File: src/rtl/lpc_arb_pkg.sv
// Shared types for the LPC/BMC register-file arbiter: FSM states, access record
// and the default BMC write-protect window.
`timescale 1ns/1ps
package lpc_arb_pkg;

    localparam int ACC_AW = 8;
    localparam int ACC_DW = 8;

    localparam logic [ACC_AW-1:0] PROT_LO_DEF = 8'hF0;
    localparam logic [ACC_AW-1:0] PROT_HI_DEF = 8'hFF;

    typedef enum logic [2:0] {
        IDLE,
        LPC_A,
        LPC_D,
        LPC_R,
        BMC_A,
        BMC_D,
        BMC_R
    } arb_state_t;

    typedef struct packed {
        logic              we;
        logic [ACC_AW-1:0] addr;
        logic [ACC_DW-1:0] data;
    } acc_t;

    // Compared one bit wider so a window edge at the address-space limit is not a constant compare.
    function automatic logic in_window(input logic [ACC_AW-1:0] a,
                                       input logic [ACC_AW-1:0] lo,
                                       input logic [ACC_AW-1:0] hi);
        return ({1'b0, a} >= {1'b0, lo}) && ({1'b0, a} <= {1'b0, hi});
    endfunction

endpackage

File: src/rtl/lpc_req_buffer.sv
// One-entry capture of LPC strobes so none is lost while the register file is busy;
// a strobe that finds the entry occupied and not draining sets a sticky overrun flag.
`timescale 1ns/1ps
module lpc_req_buffer
    import lpc_arb_pkg::*;
(
    input  logic              clk,
    input  logic              rst_n,
    input  logic              wr,
    input  logic              rd,
    input  logic [ACC_AW-1:0] addr,
    input  logic [ACC_DW-1:0] data,
    input  logic              pop,
    output logic              pending,
    output acc_t              head,
    output logic              ovr
);

    logic strobe;
    logic full;
    acc_t entry;
    acc_t incoming;

    assign strobe   = wr | rd;
    assign incoming = '{we: wr, addr: addr, data: data};
    assign pending  = full | strobe;
    // Oldest access first; with the entry empty a strobe is handed straight to the FSM.
    assign head     = full ? entry : incoming;

    always_ff @(posedge clk or negedge rst_n) begin
        if (!rst_n) begin
            full  <= 1'b0;
            entry <= '0;
            ovr   <= 1'b0;
        end else if (full) begin
            if (strobe) begin
                if (pop) entry <= incoming;
                else     ovr   <= 1'b1;
            end else if (pop) begin
                full <= 1'b0;
            end
        end else if (strobe && !pop) begin
            entry <= incoming;
            full  <= 1'b1;
        end
    end

endmodule

File: src/rtl/lpc_reg_arbiter.sv
// Serialises LPC and BMC accesses to the CPLD register file; LPC has strict
// priority and BMC writes into the protected window are suppressed and flagged.
`timescale 1ns/1ps
module lpc_reg_arbiter
    import lpc_arb_pkg::*;
#(
    parameter int              AW      = ACC_AW,
    parameter int              DW      = ACC_DW,
    parameter logic [AW-1:0]   PROT_LO = PROT_LO_DEF,
    parameter logic [AW-1:0]   PROT_HI = PROT_HI_DEF
) (
    input  logic          LpcClock,
    input  logic          PciReset,
    input  logic          LpcWr,
    input  logic          LpcRd,
    input  logic [AW-1:0] LpcAddr,
    input  logic [DW-1:0] LpcDataWr,
    output logic [DW-1:0] LpcDataRd,
    output logic          LpcRdValid,
    output logic          LpcOvr,
    input  logic          BmcReq,
    input  logic          BmcWe,
    input  logic [AW-1:0] BmcAddr,
    input  logic [DW-1:0] BmcDataWr,
    output logic          BmcGnt,
    output logic          BmcDone,
    output logic          BmcErr,
    output logic [DW-1:0] BmcDataRd,
    output logic [AW-1:0] RegAddr,
    output logic          RegWr,
    output logic [DW-1:0] RegDataWr,
    input  logic [DW-1:0] RegDataRd,
    output logic          Busy
);

    arb_state_t state;
    logic       pop;
    logic       pending;
    acc_t       head;
    acc_t       bmc_acc;
    logic       bmc_blk;
    logic       cur_we;
    logic       cur_blk;

    lpc_req_buffer u_buf (
        .clk     (LpcClock),
        .rst_n   (PciReset),
        .wr      (LpcWr),
        .rd      (LpcRd),
        .addr    (LpcAddr),
        .data    (LpcDataWr),
        .pop     (pop),
        .pending (pending),
        .head    (head),
        .ovr     (LpcOvr)
    );

    assign bmc_acc = '{we: BmcWe, addr: BmcAddr, data: BmcDataWr};
    assign bmc_blk = BmcWe && in_window(BmcAddr, PROT_LO, PROT_HI);
    // The buffer drains exactly on the edge that enters LPC_A.
    assign pop     = pending && (state == IDLE || state == LPC_R || state == BMC_R);

    always_ff @(posedge LpcClock or negedge PciReset) begin
        if (!PciReset) begin
            state      <= IDLE;
            cur_we     <= 1'b0;
            cur_blk    <= 1'b0;
            RegAddr    <= '0;
            RegWr      <= 1'b0;
            RegDataWr  <= '0;
            LpcDataRd  <= '0;
            LpcRdValid <= 1'b0;
            BmcGnt     <= 1'b0;
            BmcDone    <= 1'b0;
            BmcErr     <= 1'b0;
            BmcDataRd  <= '0;
            Busy       <= 1'b0;
        end else begin
            RegWr      <= 1'b0;
            LpcRdValid <= 1'b0;
            BmcGnt     <= 1'b0;
            BmcDone    <= 1'b0;
            BmcErr     <= 1'b0;
            case (state)
                IDLE, LPC_R, BMC_R: begin
                    if (pop) begin
                        state     <= LPC_A;
                        cur_we    <= head.we;
                        RegAddr   <= head.addr;
                        RegWr     <= head.we;
                        RegDataWr <= head.data;
                        Busy      <= 1'b1;
                    end else if (state == IDLE && BmcReq) begin
                        // BmcReq is only honoured from IDLE so a requester still holding it in BMC_R is not re-granted.
                        state     <= BMC_A;
                        cur_we    <= bmc_acc.we;
                        cur_blk   <= bmc_blk;
                        RegAddr   <= bmc_acc.addr;
                        RegWr     <= bmc_acc.we && !bmc_blk;
                        RegDataWr <= bmc_acc.data;
                        BmcGnt    <= 1'b1;
                        Busy      <= 1'b1;
                    end else begin
                        state <= IDLE;
                        Busy  <= 1'b0;
                    end
                end
                LPC_A: state <= LPC_D;
                LPC_D: begin
                    state <= LPC_R;
                    if (!cur_we) begin
                        LpcRdValid <= 1'b1;
                        LpcDataRd  <= RegDataRd;
                    end
                end
                BMC_A: state <= BMC_D;
                BMC_D: begin
                    state   <= BMC_R;
                    BmcDone <= 1'b1;
                    BmcErr  <= cur_blk;
                    if (!cur_we) BmcDataRd <= RegDataRd;
                end
                default: begin
                    state <= IDLE;
                    Busy  <= 1'b0;
                end
            endcase
        end
    end

endmodule

File: config.mk
export PLATFORM = sky130hd
export DESIGN_NAME = lpc_reg_arbiter
export DESIGN_NICKNAME = d
export VERILOG_FILES = /design/src/rtl/lpc_arb_pkg.sv /design/src/rtl/lpc_req_buffer.sv /design/src/rtl/lpc_reg_arbiter.sv
export SDC_FILE = /design/constraint.sdc
export NUM_CORES = 1
export LEC_CHECK = 0
export ABC_AREA = 1
export CAP_MARGIN = 25
export CORE_ASPECT_RATIO = 1.2
export CORE_MARGIN = 2
export CORE_UTILIZATION = 31
export DETAILED_ROUTE_END_ITERATION = 10
export MAX_ROUTING_LAYER = met4
export PLACE_DENSITY_LB_ADDON = 0.2
export REMOVE_ABC_BUFFERS = 1
export SLEW_MARGIN = 20
export SYNTH_ARGS = -nofsm -noshare
export SYNTH_HDL_FRONTEND = slang
export SYNTH_HIERARCHICAL = 1
export SYNTH_SLANG_ARGS = --single-unit
File: constraint.sdc
create_clock -name LpcClock -period 1.9 [get_ports LpcClock]
set_input_delay 0.19 -clock LpcClock [delete_from_list [all_inputs] [get_ports LpcClock]]
set_output_delay 0.19 -clock LpcClock [all_outputs]
set_load 0.02 [all_outputs]
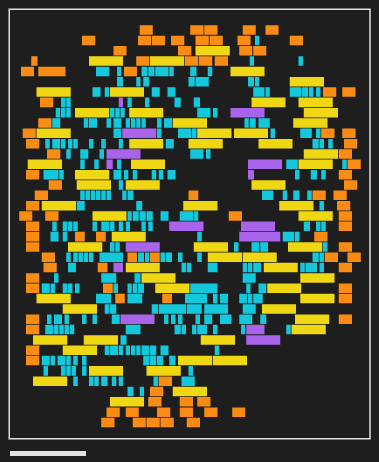
Figure 1: placed cells, one colour a class.
Bar = 20 um.
| class | colour | cells |
|---|---|---|
| remaining buffers and delay cells | orange | 95 |
| sequential cells | yellow | 62 |
| combinational and other logic | cyan | 263 |
| clock drivers and dummy loads | purple | 15 |

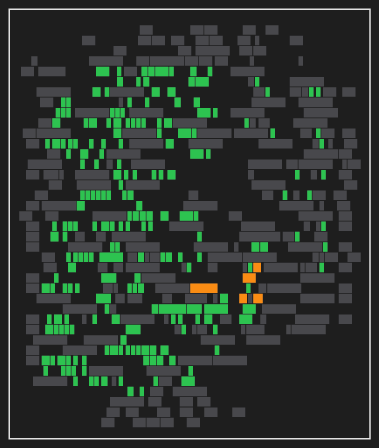
Figure 2: gate families picked out.
| family | colour | cells |
|---|---|---|
| nand cells | green | 209 |
| nor cells | orange | 5 |

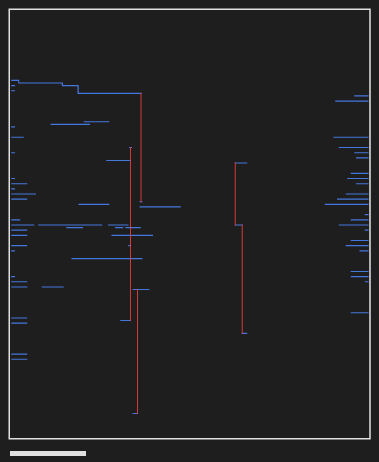
Figure 3: routed metal, one colour a layer.
Bar = 20 um. Only two layers are drawn.
| layer | colour | wire length |
|---|---|---|
| metal 3 | blue | 336 um |
| metal 4 | red | 152 um |

==> metrics.log <==
[flow] final metrics
INFO  metric final_layout_size_suffix_gt1_frac = 0.1701
INFO  metric finalNetCount = ~480
INFO  metric totalNegativeSetupSlack = 0 ns
INFO  metric cell_internal_pwr = 0.004605 W
INFO  metric antenna_found_initial = 0
INFO  metric clk_transition_reported_paths = ~0.050 ns
INFO  metric layout_top_cells = nand2_1 (135), clkdlybuf4s50_1 (83), dfrtp_1 (62)
INFO  metric critPathBufInv = 3
INFO  metric overflow = 0
INFO  metric clk-power = 0.00160 W
INFO  metric grt_max_degree = about 63
INFO  metric n_fill_cell = 981
INFO  metric diodes = 0
INFO  metric synth_area_per_cell = ~9.0 um2
INFO  metric worstSetupStartpoint = state[2]
INFO  metric total_sequential_power = roughly 0.0023 W
INFO  metric met3_usage = 0.02597
INFO  metric worst-endpoint-required = approximately 2.1 ns
INFO  metric cp.arrival = about 1.8 ns
INFO  metric highest_clock_frequency_the_design_can_meet = between 600 and 700 MHz
INFO  metric critical_path_capture_point = u_buf/entry[1]
INFO  metric dr_total_vias = 2590
INFO  metric chip_area = 10670 um2
INFO  metric class_of_the_most_critical_hold_timing_path = input pin to async pin
INFO  metric finalWorstPathRequiredPeriod = 1.601 ns
INFO  metric route.detailed.drc = 0
INFO  metric drtIter0Drc = ~130
INFO  metric ys_types = 29
INFO  metric power_combinational = 0.00396 W
INFO  metric critPathCaptureType = flop
INFO  metric critPathLaunchType = flop
INFO  metric clk_root_buffer_cell = clkbuf_16
INFO  metric power_switching_share = 0.4129
INFO  metric timing.hold.ws = between 0.3 and 0.4 ns
INFO  metric vias_per_cell = approximately 4.6
INFO  metric critPathMaxFanout = 17
INFO  metric place_worst_setup_slack = 0.1285 ns
INFO  metric clock_skew = 0.006620 ns
INFO  metric portBuffers = 84
INFO  metric post_cts_hold_fix_bufs = 1
INFO  metric final.period_utilization = 0.8429
INFO  metric synthCells = 340
INFO  metric rows = 39
INFO  metric grt_first_pass_wirelength = 12540 um
INFO  metric ctsLongestPathBuffers = 2
INFO  metric regToRegStartpoint = state[2]
INFO  metric crit_slowest_cell = dfrtp_1
INFO  metric final_critical_path_setup_slack = 0.2985 ns
INFO  metric p_per_cell_area = 1828 nW/um2
INFO  metric crit_family = simple AND/OR/NAND/NOR gates
INFO  metric critical_path_depth = 10
INFO  metric netSwitchingPower = 0.003239 W
INFO  metric detailedPlacementHpwl = 5170 um
INFO  metric criticalPathCategory = flop to flop
INFO  metric clock_insertion_delay_worst_skew = ~0.32 ns
INFO  metric totalWireLength = around 7400 um
INFO  metric global_route.peak_usage_layer = met2
INFO  metric fp.dieW = 94.61 um
INFO  metric power_leakage = 2.097 nW
INFO  metric synth_sequential_area_ratio = 0.5080
INFO  metric wl_per_cell = 13.28 um
INFO  metric timing.slew.headroom = 0.7445
INFO  metric gp_congestion = a little under 0.8
INFO  metric fp.coreArea = 9564 um2
INFO  metric drv_cap = 0
INFO  metric power.share.sequential = 0.291
INFO  metric run_status = finished, final reports clean
INFO  metric use_met1 = 0.2109
INFO  metric tightest_pin_transition = 0.3818 ns
INFO  metric gr-usage-all-layers = 0.1545
INFO  metric cts_buffers = 9
INFO  metric top_power_group = combinational cells
INFO  metric cts_tree = done
INFO  metric cts_htree_levels = 3
INFO  metric netlist_area = 3054 um2
INFO  metric max-vdd-ir-drop = around 0.63 mV
-- metal layers --
layer,vias up,part of all wire
li1,1283,-
met1,1213,0.46
met2,82,0.47
met3,12,0.045
met4,0,0.020
met5,-,0
-- final cells by class --
type	instances	area, um2	share of cell area
clock buffers	11	242.7	0.05658
clock inverters	4	47.55	0.01108
inverters	25	103.9	0.02421
multi-input cells	238	1257	0.2931
flip-flops and latches	62	1551	0.3616
well taps	123	153.9	0.03587
repair buffers	95	933.4	0.2176
-- worst min path at each step --
stage	to	slack, ns	depth (start not counted)
after CTS	u_buf/entry[0]	0.41	3
after global routing	u_buf/entry[0]	0.46	3
after detailed placement	u_buf/entry[0]	0.23	2
final	u_buf/entry[0]	0.40	3
after floorplan	BmcDataRd[0]	-0.11	0
after global placement	RegDataWr[0]	0.23	2
-- synthesized netlist by cell type (all sizes together) --
library cell	instances	share of area
nand2	153	0.21
inv	25	0.034
o211ai	1	0.0025
nor3	1	0.0033
buf	15	0.046
nand3	38	0.087
nand4	18	0.037
nor3b	1	0.0025
dfrtp	62	0.51
o21ai	20	0.046
nor2	3	0.011
o31ai	1	0.0025
o2111ai	1	0.0029
o21bai	1	0.0037
-- through the flow --
step                      total power [W]  std cells  area [um2]
after CTS                        0.007958        558        4290
after global routing             0.008476        558        4290
after global placement           0.006273        542        3990
final                            0.007844        558        4290
after floorplan                  0.004743        325        2913
after detailed placement         0.006314        542        3990
-- flip-flops by register name, summed over array words and instances (netlist names), 3 cells and up --
| name | cells |
|---|---|
| LpcDataRd | 8 |
| BmcDataRd | 8 |
| u_buf/entry | 17 |
| state | 3 |
| RegAddr | 8 |
| RegDataWr | 8 |
-- cells by family after synthesis --
kind of cell	synth area share
and+or+nand+nor	0.3540
AOI/OAI and AO/OA	0.05777
DFF	0.5080
buffers and inverters	0.08030
No activity file was given, so power comes from the tool's default toggle rates.
